`config.mk`:
```
export PLATFORM = sky130hd
export DESIGN_NAME = lru_press_driver
export DESIGN_NICKNAME = d
export VERILOG_FILES = /design/src/rtl/lru_press_driver.sv
export SDC_FILE = /design/constraint.sdc
export NUM_CORES = 1
export LEC_CHECK = 0
export ABC_CLOCK_PERIOD_IN_PS = 2400
export CAP_MARGIN = 20
export CORE_MARGIN = 3
export CORE_UTILIZATION = 54
export CTS_CLUSTER_DIAMETER = 150
export DETAILED_ROUTE_END_ITERATION = 10
export PLACE_DENSITY = 0.81
export SYNTH_ARGS = -nofsm -noshare
export SYNTH_HDL_FRONTEND = slang
export SYNTH_SLANG_ARGS = --single-unit
```
`constraint.sdc`:
```
create_clock -name clk -period 2.4 [get_ports clk]
set_input_delay 0.48 -clock clk [delete_from_list [all_inputs] [get_ports clk]]
set_output_delay 0.48 -clock clk [all_outputs]
set_load 0.005 [all_outputs]
```
`src/rtl/lru_press_driver.sv`:
```
// Request FIFO feeding a button-press sequencer: each queued slot becomes one
// press held for HOLD_TICKS timer ticks, followed by GAP_TICKS ticks with all buttons low.
module lru_press_driver #(
  parameter int HOLD_TICKS = 3,
  parameter int GAP_TICKS  = 1,
  parameter int DEPTH      = 4
) (
  input  logic                       clk,
  input  logic                       rst,
  input  logic                       timedClk,
  input  logic                       req_valid,
  input  logic [1:0]                 req_slot,
  output logic                       req_ready,
  output logic                       b1,
  output logic                       b2,
  output logic                       b3,
  output logic                       b4,
  output logic                       busy,
  output logic                       done,
  output logic [$clog2(DEPTH+1)-1:0] level
);

  localparam int HOLD_EFF = (HOLD_TICKS < 1) ? 1 : HOLD_TICKS;
  localparam int CNT_MAX  = (HOLD_EFF > GAP_TICKS) ? HOLD_EFF : GAP_TICKS;
  localparam int CW       = $clog2(CNT_MAX) + 1;
  localparam int AW       = $clog2(DEPTH);
  localparam int LW       = $clog2(DEPTH + 1);

  localparam logic [CW-1:0] HOLD_LAST = CW'(HOLD_EFF - 1);
  localparam logic [CW-1:0] GAP_LAST  = CW'((GAP_TICKS > 0) ? GAP_TICKS - 1 : 0);
  localparam logic [LW-1:0] LEVEL_FULL = LW'(DEPTH);

  typedef enum logic [1:0] {
    IDLE  = 2'd0,
    PRESS = 2'd1,
    GAP   = 2'd2
  } state_t;

  state_t          state_q, state_d;
  logic [CW-1:0]   cnt_q, cnt_d;
  logic [1:0]      slot_q, slot_d;
  logic            done_q, done_d;
  logic [3:0]      btn_q, btn_d;
  logic            tc_q;
  logic [AW-1:0]   wr_ptr_q, rd_ptr_q;
  logic [LW-1:0]   level_q, level_d;
  logic [1:0]      mem [DEPTH];

  logic tick;
  logic push;
  logic pop;

  assign tick      = timedClk & ~tc_q;
  assign req_ready = (level_q != LEVEL_FULL);
  assign push      = req_valid & req_ready;
  assign pop       = (state_q == IDLE) && (level_q != '0);

  always_comb begin
    level_d = level_q;
    case ({push, pop})
      2'b10:   level_d = level_q + 1'b1;
      2'b01:   level_d = level_q - 1'b1;
      default: level_d = level_q;
    endcase
  end

  always_ff @(posedge clk) begin
    if (push) begin
      mem[wr_ptr_q] <= req_slot;
    end
  end

  always_comb begin
    state_d = state_q;
    cnt_d   = cnt_q;
    slot_d  = slot_q;
    done_d  = 1'b0;
    case (state_q)
      IDLE: begin
        if (level_q != '0) begin
          slot_d  = mem[rd_ptr_q];
          cnt_d   = '0;
          state_d = PRESS;
        end
      end
      PRESS: begin
        if (tick) begin
          if (cnt_q == HOLD_LAST) begin
            cnt_d = '0;
            if (GAP_TICKS == 0) begin
              state_d = IDLE;
              done_d  = 1'b1;
            end else begin
              state_d = GAP;
            end
          end else begin
            cnt_d = cnt_q + 1'b1;
          end
        end
      end
      GAP: begin
        if (tick) begin
          if (cnt_q == GAP_LAST) begin
            cnt_d   = '0;
            state_d = IDLE;
            done_d  = 1'b1;
          end else begin
            cnt_d = cnt_q + 1'b1;
          end
        end
      end
      default: begin
        state_d = IDLE;
        cnt_d   = '0;
      end
    endcase
    // Decode from next state so the button register tracks the state register exactly.
    btn_d = (state_d == PRESS) ? (4'b0001 << slot_d) : 4'b0000;
  end

  always_ff @(posedge clk or negedge rst) begin
    if (!rst) begin
      state_q  <= IDLE;
      cnt_q    <= '0;
      slot_q   <= '0;
      done_q   <= 1'b0;
      btn_q    <= '0;
      tc_q     <= 1'b1;
      wr_ptr_q <= '0;
      rd_ptr_q <= '0;
      level_q  <= '0;
    end else begin
      state_q <= state_d;
      cnt_q   <= cnt_d;
      slot_q  <= slot_d;
      done_q  <= done_d;
      btn_q   <= btn_d;
      tc_q    <= timedClk;
      level_q <= level_d;
      if (push) begin
        wr_ptr_q <= wr_ptr_q + 1'b1;
      end
      if (pop) begin
        rd_ptr_q <= rd_ptr_q + 1'b1;
      end
    end
  end

  assign b1    = btn_q[0];
  assign b2    = btn_q[1];
  assign b3    = btn_q[2];
  assign b4    = btn_q[3];
  assign busy  = (state_q != IDLE);
  assign done  = done_q;
  assign level = level_q;

endmodule

```
==> run_1/pinout.png <==
(4 px per um) Pins as bars across the die edge, other pins in gray.
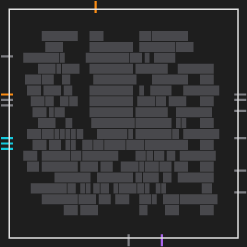
| color | port | pins | direction | edge |
|---|---|---|---|---|
| orange | req_slot | 2 | input | 1 left, 1 top |
| purple | timedClk | 1 | input | bottom |
| cyan | level | 3 | output | left |

==> run_1/port_trees.png <==
(6 px per um)
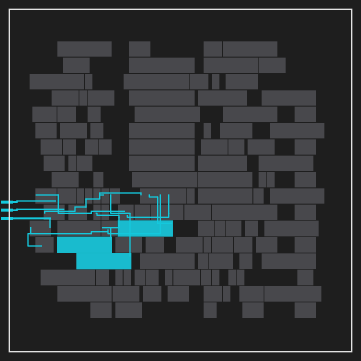
| color | port | direction | end cells | buffers | wire |
|---|---|---|---|---|---|
| cyan | level | output | 3 | 5 | 141 um |

==> run_1/congestion_map.png <==
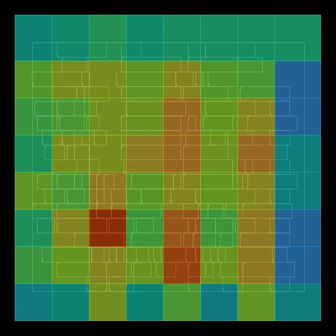
Top Usage Layer GRT: met2
Global Route met1 Usage: 0.191

==> run_1/ff_map.png <==
(4 px per um) Other sequential cells in the stronger gray, the rest of the logic in the fainter gray.
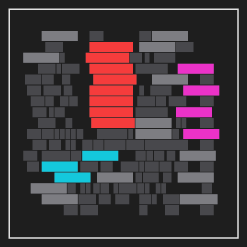
| color | name in the netlist | flops |
|---|---|---|
| cyan | level | 3 |
| red | mem | 8 |
| magenta | btn_q | 4 |
not colored: 13

==> qor.log, run 1 <==
[outcome] status finished, final reports clean
[pwr] part of the power in combinational logic 0.496
[logic_synthesis] Cell Type Count 37
[floorplan] DIE HEIGHT 56.8 um
[clocking] worst skew pair latency 0.32 ns
[timing] final number of max-transition violations 0
[placement] DP Worst Slack 0.111 ns
[logic_synthesis] mean instance size in the synthesized netlist 13.2 um^2
[logic_synthesis] cell types with the highest counts after synthesis 19 x sky130_fd_sc_hd__dfrtp_1, 14 x sky130_fd_sc_hd__inv_1, 12 x sky130_fd_sc_hd__ha_1
[layout] diode count 0
[pwr] switching share of power 0.360
[logic_synthesis] count of flip-flops with a built-in enable after synthesis 8
[critical_path] worst-path maximum fanout 4
[layout] most numerous logic cell after layout sky130_fd_sc_hd__dfrtp_1
[detailed_routing] met2 wire len 1.09 mm
[logic_synthesis] Top cell area share 0.341
[critical_path] worst endpoint data arrival time 2.46 ns
[logic_synthesis] Syn Std Cell Area 1400 um^2
[flow_run] tally of max-capacitance violations 0
[critical_path] number of cells traversed by the worst register-to-register path 10
[detailed_routing] router iterations before antenna repair 4
[layout] Syn-to-layout area delta 18.7%
[detailed_routing] WL met3 103 um
[critical_path] required time at the endpoint of the critical path 2.65 ns
[layout] total number of multi-input combinational cells 63
[clocking] number of post-CTS setup repair buffers 0
[clocking] Resized Gates After CTS 0
[logic_synthesis] total cells reported by yosys after synthesis 106
[layout] number of filler instances in the final layout 180
[layout] Comb area share 0.361
[critical_path] Max stage delay on crit path 0.45 ns
[global_route] first-pass GRT wire length 3.71 mm
[layout] number of non-clock inverters in the layout 15
[critical_path] Critical Path Start Type flop
[logic_synthesis] Post-Synthesis Cells 106
[detailed_routing] total detailed-routing wirelength 2.19 mm
[floorplan] Init Core Util 0.596
[critical_path] reg2reg start state_q[0]$_DFF_PN0_
[global_route] met2 usage in global routing 0.249
[logic_synthesis] Synth Area in Adders 0.122
[logic_synthesis] portion of the post-synthesis area used by sequential elements 0.532
[layout] final instance area 1660 um^2
[placement] Area after DPL 1600 um^2
[timing] Tightest Pin Transition 0.512 ns
[timing] Fmax 0.453 GHz
[pwr] sequential share of power 0.366
[clocking] number of buffers inserted during clock tree synthesis 3
[run 1: critical path, delay by kind of cell (launching register included)]
kind | cells | cell delay [ns]
AOI/OAI and AO/OA | 1 | 0.13
xor gates and xnor gates | 2 | 0.30
adders and majority gates | 3 | 0.83
buffers and inverters | 3 | 0.33
DFF | 1 | 0.45
and+or+nand+nor | 1 | 0.10
[run 1: power by group through the flow]
stage / logic (mW) / registers [mW] / clock network (mW)
2_1_floorplan: 0.709 / 0.783 / 0
3_3_place_gp: 0.993 / 0.769 / 0
3_5_place_dp: 1.05 / 0.781 / 0
4_1_cts: 1.05 / 0.772 / 0.307
5_1_grt: 1.17 / 0.789 / 0.330
6_report: 1.05 / 0.772 / 0.293
--- run 2 (diff from run 1) ---
--- a/config.mk
+++ b/config.mk
@@ -7,7 +7,6 @@
 export LEC_CHECK = 0
 export ABC_CLOCK_PERIOD_IN_PS = 2400
 export CAP_MARGIN = 20
-export CORE_MARGIN = 3
 export CORE_UTILIZATION = 54
 export CTS_CLUSTER_DIAMETER = 150
 export DETAILED_ROUTE_END_ITERATION = 10
==> run_2/ff_map.png <==
(4 px per um) Other sequential cells in the stronger gray, the rest of the logic in the fainter gray.
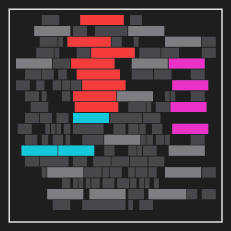
| color | name in the netlist | flops |
|---|---|---|
| red | mem | 8 |
| magenta | btn_q | 4 |
| cyan | level | 3 |

==> qor.log, run 2 <==
[outcome] status finished, final reports clean [unchanged]
[timing] final number of max-transition violations 0 [unchanged]
[detailed_routing] total detailed-routing wirelength 2.19 mm [about the same]
[clocking] Resized Gates After CTS 0 [unchanged]
[global_route] first-pass GRT wire length 3.71 mm [about the same]
[pwr] sequential share of power 0.375 [was 0.366]
[critical_path] Max stage delay on crit path 0.44 ns [was 0.45 ns]
[pwr] part of the power in combinational logic 0.478 [was 0.496]
[logic_synthesis] Cell Type Count 37 [unchanged]
[critical_path] Critical Path Start Type flop [unchanged]
[layout] number of filler instances in the final layout 182 [was 180]
[flow_run] tally of max-capacitance violations 0 [unchanged]
[critical_path] number of buffers and inverters on the critical path 3 [unchanged]
[critical_path] logic depth of the worst path, buffers included 10 [unchanged]
[timing] Fmax 0.463 GHz [was 0.453 GHz]
[critical_path] delay-heaviest family, CP adder cells [unchanged]
[floorplan] DIE HEIGHT 52.8 um [was 56.8 um]
[pwr] Clock group 309 uW [was 293 uW]
[pwr] sequential cell power 788 uW [was 772 uW]
[pwr] biggest power consumer among the groups combinational logic [unchanged]
[logic_synthesis] Synth Area in Adders 0.122 [unchanged]
[layout] final instance area 1650 um^2 [was 1660 um^2]
[timing] Tightest Pin Transition 0.448 ns [was 0.512 ns]
[pwr] power of the combinational group 1.00 mW [was 1.05 mW]
[critical_path] required time at the endpoint of the critical path 2.67 ns [was 2.65 ns]
[pwr] switching share of power 0.361 [was 0.360]
[layout] Syn-to-layout area delta 18.3% [was 18.7%]
[detailed_routing] router iterations before antenna repair 4 [unchanged]
[placement] Area after DPL 1600 um^2 [about the same]
[run 2: per-layer routing]
| layer | vias up | routed length [um] | GRT usage |
|---|---|---|---|
| li1 | 414 | - | - |
| met1 | 425 | 945 | 0.222 |
| met2 | 26 | 1120 | 0.325 |
| met3 | 9 | 62 | 0.0261 |
| met4 | 0 | 68 | 0.105 |
| met5 | - | 0 | 0 |
[run 2: area by class of cell]
type / count / share of cell area
well taps: 30 / 0.0227
inverters: 15 / 0.0341
flip-flops and latches: 28 / 0.450
multi-input cells: 63 / 0.362
repair buffers: 17 / 0.100
clock inverters: 1 / 0.0182
clock buffers: 3 / 0.0136
Power and IR drop assume default switching activity.
